<file path="config.mk">
export PLATFORM = sky130hd
export DESIGN_NAME = mux_8to1_rr_sched
export DESIGN_NICKNAME = d
export VERILOG_FILES = /design/src/rtl/mux_8to1_rr_sched.sv
export SDC_FILE = /design/constraint.sdc
export NUM_CORES = 1
export LEC_CHECK = 0
export CAP_MARGIN = 30
export CORE_ASPECT_RATIO = 0.9
export CORE_MARGIN = 3
export CORE_UTILIZATION = 40
export DETAILED_ROUTE_END_ITERATION = 10
export GPL_TIMING_DRIVEN = 0
export MAX_ROUTING_LAYER = met4
export PLACE_DENSITY = 0.71
export SYNTH_ARGS = -nofsm -noshare
export SYNTH_HDL_FRONTEND = slang
export SYNTH_SLANG_ARGS = --single-unit
</file>
<file path="constraint.sdc">
create_clock -name clk -period 6 [get_ports clk]
set_input_delay 0.6 -clock clk [delete_from_list [all_inputs] [get_ports clk]]
set_output_delay 0.6 -clock clk [all_outputs]
set_load 0.01 [all_outputs]
</file>
<file path="src/rtl/mux_8to1_rr_sched.sv">
// -----------------------------------------------------------------------------
// mux_8to1_rr_sched
//   Round-robin scheduler in front of one shared 8-to-1 mux. Each grant
//   captures the winning requester's data bit and offers it downstream on a
//   valid/ready port. A stall watchdog drops a transfer that the consumer
//   refuses for too long.
//
//   Parameters
//     N        number of requesters (fixed at 8, the mux width)
//     SW       select width
//     TIMEOUT  stall cycles tolerated before a drop; 0 disables the watchdog
//
//   Ports
//     clk      in   clock, rising edge
//     rst_n    in   asynchronous active-low reset
//     req      in   request vector, req[k] from requester k
//     i        in   mux data inputs, i[k] belongs to requester k
//     y_ready  in   consumer accepts y this cycle
//     y        out  captured mux output i[s]
//     y_valid  out  y is valid
//     s        out  mux select / index of the granted requester
//     gnt      out  one-hot grant; gnt[k] & y_valid & y_ready = accept for k
//     err      out  one-cycle pulse when the watchdog drops a transfer
//
//   state  | meaning
//   -------+-----------------------------------------------------------------
//   IDLE   | nothing offered; arbitrate as soon as any request is pending
//   XFER   | s/gnt/y held stable and offered until handshake or watchdog drop
// -----------------------------------------------------------------------------
module mux_8to1_rr_sched #(
  parameter int N       = 8,
  parameter int SW      = $clog2(N),
  parameter int TIMEOUT = 16
) (
  input  logic          clk,
  input  logic          rst_n,
  input  logic [N-1:0]  req,
  input  logic [N-1:0]  i,
  input  logic          y_ready,
  output logic          y,
  output logic          y_valid,
  output logic [SW-1:0] s,
  output logic [N-1:0]  gnt,
  output logic          err
);

  // Counter must be able to hold TIMEOUT itself; keep at least one bit so
  // the TIMEOUT=0 build still elaborates.
  localparam int CW = (TIMEOUT > 0) ? $clog2(TIMEOUT + 1) : 1;
  localparam logic [CW-1:0] TO_CNT = CW'(TIMEOUT);
  localparam logic [N-1:0]  ONE_N  = {{(N-1){1'b0}}, 1'b1};

  typedef enum logic {
    S_IDLE = 1'b0,
    S_XFER = 1'b1
  } state_t;

  state_t          state_q, state_d;
  logic [SW-1:0]   ptr_q,   ptr_d;
  logic [SW-1:0]   s_q,     s_d;
  logic [N-1:0]    gnt_q,   gnt_d;
  logic            y_q,     y_d;
  logic            yv_q,    yv_d;
  logic            err_q,   err_d;
  logic [CW-1:0]   stall_q, stall_d;

  logic            hs;
  logic [N-1:0]    req_masked;
  logic [SW-1:0]   ptr_next;
  logic [SW:0]     pick_idle;
  logic [SW:0]     pick_b2b;

  // Returns {found, index}: first set bit of v at or after p, wrapping past
  // N-1 back to 0. Scanning offsets from the far end down lets the closest
  // offset overwrite earlier hits, so no priority chain needs unrolling.
  function automatic logic [SW:0] rr_pick(input logic [N-1:0]  v,
                                          input logic [SW-1:0] p);
    logic          found;
    logic [SW-1:0] idx;
    logic [SW-1:0] k;
    found = 1'b0;
    idx   = '0;
    for (int o = N - 1; o >= 0; o--) begin
      k = p + SW'(o);
      if (v[k]) begin
        found = 1'b1;
        idx   = k;
      end
    end
    return {found, idx};
  endfunction

  assign hs         = yv_q & y_ready;
  assign ptr_next   = s_q + SW'(1);
  // The current winner is excluded so a back-to-back grant always moves on;
  // a requester that keeps its request up is picked again from IDLE later.
  assign req_masked = req & ~gnt_q;
  assign pick_idle  = rr_pick(req, ptr_q);
  assign pick_b2b   = rr_pick(req_masked, ptr_next);

  always_comb begin
    state_d = state_q;
    ptr_d   = ptr_q;
    s_d     = s_q;
    gnt_d   = gnt_q;
    y_d     = y_q;
    yv_d    = yv_q;
    err_d   = 1'b0;
    stall_d = stall_q;

    case (state_q)
      S_IDLE: begin
        if (pick_idle[SW]) begin
          s_d     = pick_idle[SW-1:0];
          gnt_d   = ONE_N << pick_idle[SW-1:0];
          y_d     = i[pick_idle[SW-1:0]];
          yv_d    = 1'b1;
          stall_d = '0;
          state_d = S_XFER;
        end
      end

      S_XFER: begin
        if (hs) begin
          ptr_d   = ptr_next;
          stall_d = '0;
          if (pick_b2b[SW]) begin
            s_d   = pick_b2b[SW-1:0];
            gnt_d = ONE_N << pick_b2b[SW-1:0];
            y_d   = i[pick_b2b[SW-1:0]];
            yv_d  = 1'b1;
          end else begin
            gnt_d   = '0;
            yv_d    = 1'b0;
            state_d = S_IDLE;
          end
        end else if ((TIMEOUT > 0) && (stall_q == TO_CNT)) begin
          // Drop: no accept pulse is possible because gnt and y_valid
          // clear together.
          err_d   = 1'b1;
          ptr_d   = ptr_next;
          gnt_d   = '0;
          yv_d    = 1'b0;
          stall_d = '0;
          state_d = S_IDLE;
        end else if (TIMEOUT > 0) begin
          stall_d = stall_q + CW'(1);
        end
      end

      default: begin
        state_d = S_IDLE;
        gnt_d   = '0;
        yv_d    = 1'b0;
        stall_d = '0;
      end
    endcase
  end

  always_ff @(posedge clk or negedge rst_n) begin
    if (!rst_n) begin
      state_q <= S_IDLE;
      ptr_q   <= '0;
      s_q     <= '0;
      gnt_q   <= '0;
      y_q     <= 1'b0;
      yv_q    <= 1'b0;
      err_q   <= 1'b0;
      stall_q <= '0;
    end else begin
      state_q <= state_d;
      ptr_q   <= ptr_d;
      s_q     <= s_d;
      gnt_q   <= gnt_d;
      y_q     <= y_d;
      yv_q    <= yv_d;
      err_q   <= err_d;
      stall_q <= stall_d;
    end
  end

  assign y       = y_q;
  assign y_valid = yv_q;
  assign s       = s_q;
  assign gnt     = gnt_q;
  assign err     = err_q;

endmodule

</file>
==> images/m4.png <==
Cells faint in the background.
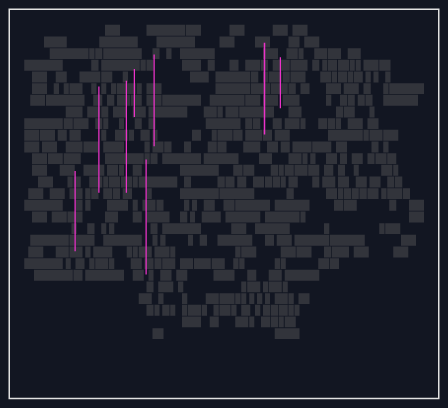
share of all routed wire	1.7%
main direction	vertical
wire length on this layer	160 um
nets with wire on the layer	8
longest straight run	26.5 um
vias post-DR: 3305
Post-Route WL: 9.70 mm

==> images/class_map.png <==
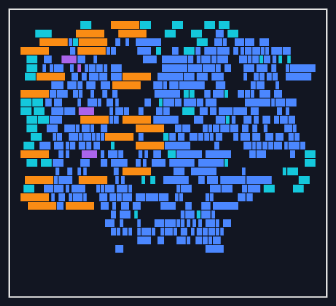
class	color	cells
remaining logic cells	blue	334
clock drivers and dummy loads	purple	4
registers	orange	23
remaining buffers and delay cells	cyan	52
std cell rows: 30
end-of-flow core utilization: 48.0%
fin area: 3660 um^2
CORE AREA: 7620 um^2

==> images/clock_wires.png <==
The bar under the picture is 20 um long.
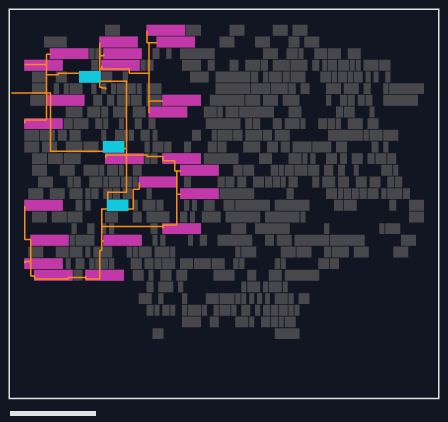
[clock-net drivers] cyan | count: 3
[clock wires] orange | length: 300 um
[flip-flops] magenta | count: 23
routed clock nets	4
Late-Pin Clk Latency: 0.27 ns
clk_skew: 0.00481 ns

==> images/clock_nets.png <==
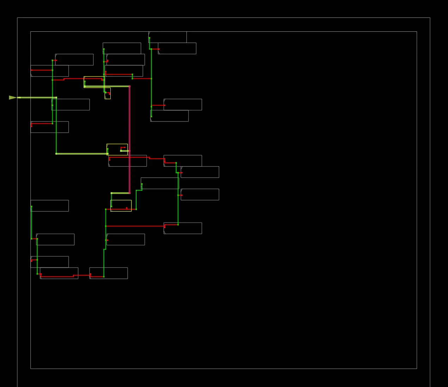
Clock Buffer Count: 4
CTS buffer count: 3
CTS sink cnt: 23
sequential cell count: 23

==> worst paths after layout <==
check | startpoint | end | slack, ns | cells past startpoint
hold reg to reg | y_valid | y_valid | 0.52 | 1
max in group asynchronous | rst_n | y | 4.87 | 2
min in group asynchronous | rst_n | y_valid | 0.67 | 1
hold / removal | y_valid | y_valid | 0.52 | 1
setup reg to reg | ptr_q[0] | y | 0.76 | 15
setup / recovery | ptr_q[0] | y | 0.76 | 15
==> routing by layer <==
layer | share of wire, % | global-route usage [%]
met5 | 0 | -
met4 | 1.6 | 5.92
met3 | 9.8 | 4.17
met2 | 43 | 30.2
met1 | 45 | 33.6
==> area by class of cell <==
type | instances | area, um^2 | share of cell area, %
tap | 96 | 120 | 3.28
timing repair buffer | 32 | 325 | 8.89
buffer | 20 | 93.8 | 2.57
multi-input combinational | 320 | 2440 | 66.8
sequential | 23 | 576 | 15.7
clock buffer | 4 | 45.0 | 1.23
inverter | 14 | 52.6 | 1.44
==> critical path, cell delays in order (launching register included) <==
cell and delay [ns]:
dfrtp_1 0.36, buf_4 0.19, buf_1 0.41, inv_1 0.24, ha_1 0.34, clkbuf_1 0.43, mux4_2 0.48, mux2i_4 0.26
nor2b_1 0.25, a21oi_1 0.10, a211oi_1 0.30, a21oi_2 0.12, nor2_1 0.52, mux2_1 0.39, o211a_1 0.21, or4_1 0.51
==> cells in the mapped netlist (4+ instances only) <==
cell type / instances
nor2_1: 37
mux4_2: 18
xor2_1: 4
ha_1: 6
nor3b_1: 4
a221oi_1: 5
mux2i_1: 17
buf_2: 6
a22oi_1: 4
xnor2_1: 5
a2bb2oi_1: 4
nor3_1: 11
a21o_1: 4
inv_1: 12
o22ai_1: 5
a31oi_1: 5
a211oi_1: 9
o211ai_1: 8
nor2b_1: 12
mux2_2: 8
o21ai_0: 20
a221o_1: 4
clkbuf_1: 10
nand2_1: 40
or2_2: 4
a21oi_1: 21
nand2b_1: 6
nand4_1: 4
dfrtp_1: 23
==> kinds of logic (layout without fill, tap and decap cells) <==
family / count (synthesis) / count (layout)
AND/OR/NAND/NOR: 139 / 139
AND-OR/OR-AND: 117 / 117
multiplexers: 47 / 47
buffers and inverters: 34 / 70
flip-flops: 23 / 23
XOR/XNOR: 11 / 11
adder cells (fa/ha/maj): 6 / 6
==> sequential cells by signal, indices dropped and copies added (netlist names) <==
register,cells
state_q,1
y_valid,1
y,1
ptr_q,3
gnt,8
err,1
s,3
stall_q,5
==> stage by stage <==
stage	util, %	setup WS (ns)	cell area, um^2	std cells
detailed placement	47.4	0.859	3610	505
global placement	47.2	0.942	3600	504
floorplan	-	1.68	3170	377
global route	48.0	0.443	3660	509
finish	48.0	0.762	3660	509
CTS	48.0	0.835	3660	509
==> run summary <==
run metrics: H-tree depth 1, Total GRT Usage 22.3%, register share after synthesis 18.2%, global route overflow 0, RSZ-0062 raised after global routing false, ratio of cells with drive above 1 in the final layout 13.1%, Adder Area Share 2.37%, tool warnings 29, Nets at Floorplan 402, yosys stat area 3170 um^2, fin crit share 87.3%, deepest clock path buffer count 2, Reg clk slew, reported paths 0.08 ns, ant diodes 0, yosys cell count 377, number of enable flip-flop cells 0, hold_ws 0.521 ns, vias per cell 6.49, Die H 90.4 um, most frequent cells in the layout 40 x nand2_1, 37 x nor2_1, 31 x clkdlybuf4s50_1, 23 x dfrtp_1, 21 x a21oi_1, most numerous logic cell after layout nand2_1, mapped cell area 3170 um^2, die width 99.8 um, number of global-route vias before repair 3135, Max Cap Viol 0, Top FF cell, synth dfrtp_1, Fin. Hold Viols 0, Synth-to-Final Area Change 15.5%, # Post-CTS Setup Buffers 0, nets@finish 439, synth unique cells 77, Post-Synth AOI/OAI Area 26.0%, initial antenna violation count 0, critical path capture point type register, Mean Syn Cell Area 8.40 um^2, Slew Limit Fails 0, Post-route DRC 0, crit path time final 5.24 ns, Basic Gates by Area 22.2%, CTS tree built, critical-path maximum fanout 10, HPWL after DPL 7.49 mm, drt initial violations 259, Rel. slew slack 55.8%, I/O pins 33, antenna-violating nets left 0, status finished clean, Root Buffer clkbuf_8, top cells by area, synth dfrtp_1 18%, mux4_2 13%, mux2i_1 5.4%, Slew @ Worst Pin 0.661 ns, iteration tally of the first detailed-router pass 5, Yosys reg bits 23, Setup-failing EPs final 0, Critical Path Source Type register, RePlAce Congestion 0.992, Multiplexer share 23.0%, yosys xor share 3.71%, CP arrival 5.38 ns, die area 9020 um^2, Fill cells 737, Ys Warns 0, post-route setup TNS 0 ns, first-pass GRT wire length 16.1 mm, # resized after CTS 0, Largest logic family AND-OR/OR-AND gates, Initial Util 41.6%, Synth area leader dfrtp_1, DR WL/cell 19.0 um, CP required 6.14 ns, pin count of the biggest net entering global routing 14, Max-area cell share 18.2%, Synth async-reset ratio 100%, IO Port Bufs 31, Tightest Hold Check Type register to register, cell count after synthesis 377, WS Path Type register to register, f_max 191 MHz, CTS Hold Bufs 0
